File: src/rtl/k12_pkg.sv
// Shared types and constants for the k12_seq instruction sequencer.
package k12_pkg;

  localparam int NREG = 8;

  typedef enum logic [1:0] {
    FETCH_HI = 2'd0,
    FETCH_LO = 2'd1,
    EXEC     = 2'd2,
    HALT     = 2'd3
  } state_t;

  localparam logic [1:0] CLS_ALU  = 2'b00;
  localparam logic [1:0] CLS_SKIP = 2'b01;
  localparam logic [1:0] CLS_JUMP = 2'b10;
  localparam logic [1:0] CLS_MISC = 2'b11;

  function automatic logic is_fetch(input state_t s);
    return (s == FETCH_HI) || (s == FETCH_LO);
  endfunction

endpackage

File: src/rtl/k12_seq_if.sv
// Instruction-memory fetch port plus the ALU operand/result port of k12_seq.
// Fetch handshake: mem_req marks a fetch cycle, and a byte is consumed only on a
// rising edge where mem_req and mem_ack are both high; mem_rdata is don't-care otherwise.
interface k12_seq_if;
  logic [7:0]  mem_addr;
  logic        mem_req;
  logic        mem_ack;
  logic [7:0]  mem_rdata;
  logic [15:0] inst;
  logic [7:0]  a;
  logic [7:0]  b;
  logic [7:0]  res;
  logic        cond;

  modport master (
    output mem_addr, mem_req, inst, a, b,
    input  mem_ack, mem_rdata, res, cond
  );

  modport slave (
    input  mem_addr, mem_req, inst, a, b,
    output mem_ack, mem_rdata, res, cond
  );
endinterface

File: src/rtl/k12_regfile.sv
// 8x8 register file: asynchronous read, synchronous write, asynchronous reset.
module k12_regfile
  import k12_pkg::*;
(
  input  logic       clk,
  input  logic       rst_n,
  input  logic       we,
  input  logic [2:0] waddr,
  input  logic [7:0] wdata,
  input  logic [2:0] raddr,
  output logic [7:0] rdata
);

  logic [7:0] regs_q [NREG];

  always_ff @(posedge clk or negedge rst_n) begin
    if (!rst_n) begin
      for (int i = 0; i < NREG; i++) regs_q[i] <= '0;
    end else if (we) begin
      regs_q[waddr] <= wdata;
    end
  end

  assign rdata = regs_q[raddr];

endmodule

File: src/rtl/k12_seq.sv
// Two-byte fetch / one-cycle execute sequencer with an external ALU.
// Optional retired-instruction counter enabled by K12_SEQ_RETIRE_CNT_EN.
module k12_seq
  import k12_pkg::*;
(
  input  logic         clk,
  input  logic         rst_n,
  k12_seq_if.master    bus,
  output logic         halted,
  output state_t       state_dbg
`ifdef K12_SEQ_RETIRE_CNT_EN
  ,
  output logic [15:0]  retired
`endif
);

  state_t      state_q, state_d;
  logic [7:0]  pc_q, pc_d;
  logic [7:0]  acc_q, acc_d;
  logic [15:0] inst_q, inst_d;
  logic        skip_q, skip_d;
  logic        started_q;
  logic        rf_we;
  logic        fetch_go;

  // started_q holds mem_req low until the first edge after reset release.
  assign fetch_go      = started_q && bus.mem_ack;
  assign bus.mem_req   = started_q && is_fetch(state_q);
  assign bus.mem_addr  = pc_q;
  assign bus.inst      = inst_q;
  assign bus.a         = acc_q;
  assign halted        = (state_q == HALT);
  assign state_dbg     = state_q;

  k12_regfile u_regfile (
    .clk   (clk),
    .rst_n (rst_n),
    .we    (rf_we),
    .waddr (inst_q[2:0]),
    .wdata (acc_q),
    .raddr (inst_q[2:0]),
    .rdata (bus.b)
  );

  always_ff @(posedge clk or negedge rst_n) begin
    if (!rst_n) begin
      state_q   <= FETCH_HI;
      pc_q      <= '0;
      acc_q     <= '0;
      inst_q    <= '0;
      skip_q    <= 1'b0;
      started_q <= 1'b0;
    end else begin
      state_q   <= state_d;
      pc_q      <= pc_d;
      acc_q     <= acc_d;
      inst_q    <= inst_d;
      skip_q    <= skip_d;
      started_q <= 1'b1;
    end
  end

  always_comb begin
    state_d = state_q;
    pc_d    = pc_q;
    acc_d   = acc_q;
    inst_d  = inst_q;
    skip_d  = skip_q;
    rf_we   = 1'b0;
    case (state_q)
      FETCH_HI: begin
        if (fetch_go) begin
          inst_d[15:8] = bus.mem_rdata;
          pc_d         = pc_q + 8'd1;
          state_d      = FETCH_LO;
        end
      end
      FETCH_LO: begin
        if (fetch_go) begin
          inst_d[7:0] = bus.mem_rdata;
          pc_d        = pc_q + 8'd1;
          state_d     = EXEC;
        end
      end
      EXEC: begin
        state_d = FETCH_HI;
        // A skipped instruction only consumes its fetch; it commits nothing.
        if (skip_q) begin
          skip_d = 1'b0;
        end else begin
          case (inst_q[15:14])
            CLS_ALU:  acc_d = bus.res;
            CLS_SKIP: if (bus.cond) skip_d = 1'b1;
            CLS_JUMP: if (bus.cond) pc_d = inst_q[7:0];
            default: begin
              if (inst_q[13]) state_d = HALT;
              else            rf_we   = 1'b1;
            end
          endcase
        end
      end
      default: state_d = HALT;
    endcase
  end

`ifdef K12_SEQ_RETIRE_CNT_EN
  logic halt_inst;
  assign halt_inst = (inst_q[15:14] == CLS_MISC) && inst_q[13];

  always_ff @(posedge clk or negedge rst_n) begin
    if (!rst_n) begin
      retired <= '0;
    end else if ((state_q == EXEC) && !skip_q && !halt_inst) begin
      retired <= retired + 16'd1;
    end
  end
`endif

endmodule

File: src/flat_wrapper.sv
// flat-port wrapper written by rule: the top's interface ports become plain ports
module k12_seq_flat import k12_pkg::*;
  (clk, rst_n, halted, state_dbg, bus_mem_addr, bus_mem_req, bus_inst, bus_a, bus_b, bus_mem_ack, bus_mem_rdata, bus_res, bus_cond);
  k12_seq_if bus_i ();
  input  logic clk;
  input  logic rst_n;
  output logic halted;
  output state_t state_dbg;
  output wire logic [$bits(bus_i.mem_addr)-1:0] bus_mem_addr;
  output wire logic [$bits(bus_i.mem_req)-1:0] bus_mem_req;
  output wire logic [$bits(bus_i.inst)-1:0] bus_inst;
  output wire logic [$bits(bus_i.a)-1:0] bus_a;
  output wire logic [$bits(bus_i.b)-1:0] bus_b;
  input wire logic [$bits(bus_i.mem_ack)-1:0] bus_mem_ack;
  input wire logic [$bits(bus_i.mem_rdata)-1:0] bus_mem_rdata;
  input wire logic [$bits(bus_i.res)-1:0] bus_res;
  input wire logic [$bits(bus_i.cond)-1:0] bus_cond;
  assign bus_mem_addr = bus_i.mem_addr;
  assign bus_mem_req = bus_i.mem_req;
  assign bus_inst = bus_i.inst;
  assign bus_a = bus_i.a;
  assign bus_b = bus_i.b;
  assign bus_i.mem_ack = bus_mem_ack;
  assign bus_i.mem_rdata = bus_mem_rdata;
  assign bus_i.res = bus_res;
  assign bus_i.cond = bus_cond;
  k12_seq u_core (.clk(clk), .rst_n(rst_n), .bus(bus_i), .halted(halted), .state_dbg(state_dbg));
endmodule
File: config.mk
export PLATFORM = sky130hd
export DESIGN_NAME = k12_seq_flat
export DESIGN_NICKNAME = d
export VERILOG_FILES = /design/src/rtl/k12_pkg.sv /design/src/rtl/k12_seq_if.sv /design/src/rtl/k12_regfile.sv /design/src/rtl/k12_seq.sv /design/src/flat_wrapper.sv
export SDC_FILE = /design/constraint.sdc
export NUM_CORES = 1
export LEC_CHECK = 0
export CAP_MARGIN = 10
export CELL_PAD_IN_SITES_DETAIL_PLACEMENT = 0
export CELL_PAD_IN_SITES_GLOBAL_PLACEMENT = 1
export CORE_MARGIN = 10
export CORE_UTILIZATION = 40
export CTS_BUF_LIST = sky130_fd_sc_hd__clkbuf_4 sky130_fd_sc_hd__clkbuf_8 sky130_fd_sc_hd__clkbuf_16
export DETAILED_ROUTE_END_ITERATION = 8
export GPL_ROUTABILITY_DRIVEN = 0
export PLACE_DENSITY = 0.71
export SETUP_SLACK_MARGIN = 0.15
export SLEW_MARGIN = 10
export SYNTH_ARGS = -nofsm -noshare
export SYNTH_HDL_FRONTEND = slang
export SYNTH_SLANG_ARGS = --single-unit
File: constraint.sdc
create_clock -name clk -period 2.35 [get_ports clk]
set_clock_uncertainty 0.2 [all_clocks]
set_input_delay 0.47 -clock clk [delete_from_list [all_inputs] [get_ports clk]]
set_output_delay 0.47 -clock clk [all_outputs]
set_load 0.1 [all_outputs]
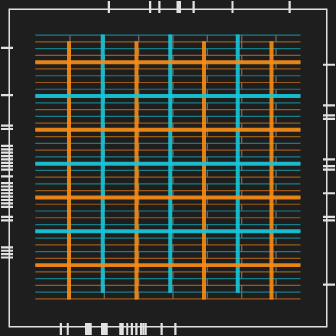
(images/pdn.png)
Pins as bars on the die edge. Tap cells in gray.
Key: cyan = VDD; orange = VSS
The core has 39 rows. 7 straps on met4. 40 met1 rails follow the rows. 64 signal pins sit on the boundary.

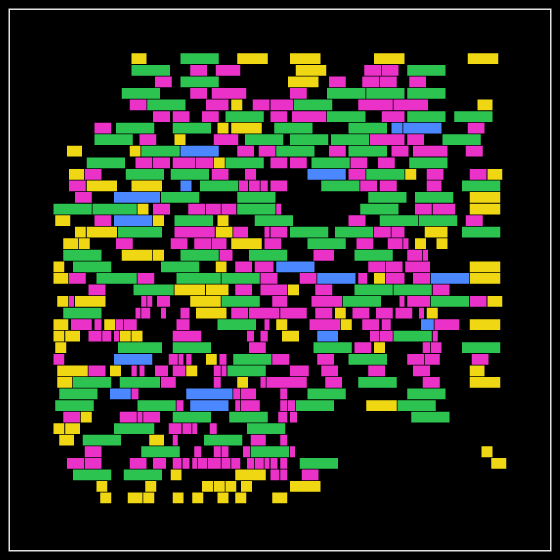
(images/cell_classes.png)
Key: magenta = all other logic [cells 222]; blue = clock drivers and dummy loads [cells 16]; yellow = other buffers and delay cells [cells 98]; green = flip-flops [cells 100]

==> tab_implementation.tex <==
% Table of physical implementation metrics
\begin{tabular}{lr}
\hline
Metric & Value \\
\hline
\multicolumn{2}{l}{\textbf{Final timing}} \\
Slew margin rel. & 58.3\% \\
Tightest Pin Transition & 626 ps \\
Share of the clock period used by the worst path & 113\% \\
Count of endpoints failing setup in the final report & 8 \\
Smallest setup slack after layout & -301 ps \\
\multicolumn{2}{l}{\textbf{Hold path}} \\
Endpoint of the worst hold path & u\_core.u\_regfile.regs\_q[16] \\
Hold Path Cell Cnt & 1 \\
\multicolumn{2}{l}{\textbf{Place}} \\
Worst slack at placement & 2.24 ps \\
\multicolumn{2}{l}{\textbf{Synthesis}} \\
Distinct cells, synth & 43 \\
Net Count, Synth & 358 \\
Portion of the post-synthesis area used by sequential elements & 54.6\% \\
XORs/XNORs by Area & 0.191\% \\
Instance tally after logic synthesis & 337 \\
Dominant kind of combinational cell & multiplexers \\
Cell taking the most area after synthesis & dfrtp\_1 \\
Synth top area share & 54.6\% \\
\multicolumn{2}{l}{\textbf{Setup path}} \\
Startpoint-to-endpoint class of the critical path & reg -> out \\
R2R Path Start & u\_core.bus.inst[0] \\
Worst R2R End & u\_core.u\_regfile.regs\_q[6] \\
\multicolumn{2}{l}{\textbf{Die}} \\
Die Span X & 127 um \\
\multicolumn{2}{l}{\textbf{Routing}} \\
Average wire per standard cell & 19.4 um \\
Iteration count of the initial detailed-routing pass & 4 \\
Remaining design rule violation count & 0 \\
Number of nets with antenna violations after detailed routing & 0 \\
\multicolumn{2}{l}{\textbf{Final layout}} \\
Synthesis-to-finish area growth & 38.6\% \\
Count of inserted antenna diode cells & 0 \\
Number of nets in the final layout & 452 \\
Commonest non-fill, non-tap cell in the layout & dfrtp\_1 \\
\multicolumn{2}{l}{\textbf{Clock network}} \\
Number of clock buffers inserted by TritonCTS & 9 \\
Clock tree from TritonCTS & done \\
\multicolumn{2}{l}{\textbf{Global routing}} \\
Maximum number of pins on one net before global-route repair & 36 \\
\multicolumn{2}{l}{\textbf{Status}} \\
Violated checks & setup timing \\
Run status & complete, but fails checks \\
\hline
\end{tabular}
==> metal layers <==
layer	track usage (%)	share of wire, %	up-vias
met5	0	0	-
met4	4.62	1.5	0
met3	5.09	5.5	11
met2	22.5	47	62
met1	18.3	45	1556
li1	-	-	1438
==> cell type report <==
class                      instances  area, sq um  area share [%]
clock buffer                      13          268            4.21
clock inverter                     3         68.8            1.08
inverter                           3         11.3           0.177
multi-input combinational        219         2170            34.2
sequential                       100         2520            39.7
tap                              143          179            2.82
timing repair buffer              98         1130            17.8
==> stage by stage <==
| stage | std cells | hold WS, ps |
|---|---|---|
| 6_report | 579 | 300 |
| 5_1_grt | 579 | 319 |
| 4_1_cts | 578 | 303 |
| 3_5_place_dp | 552 | 281 |
| 3_3_place_gp | 552 | 276 |
| 2_1_floorplan | 337 | -25.6 |
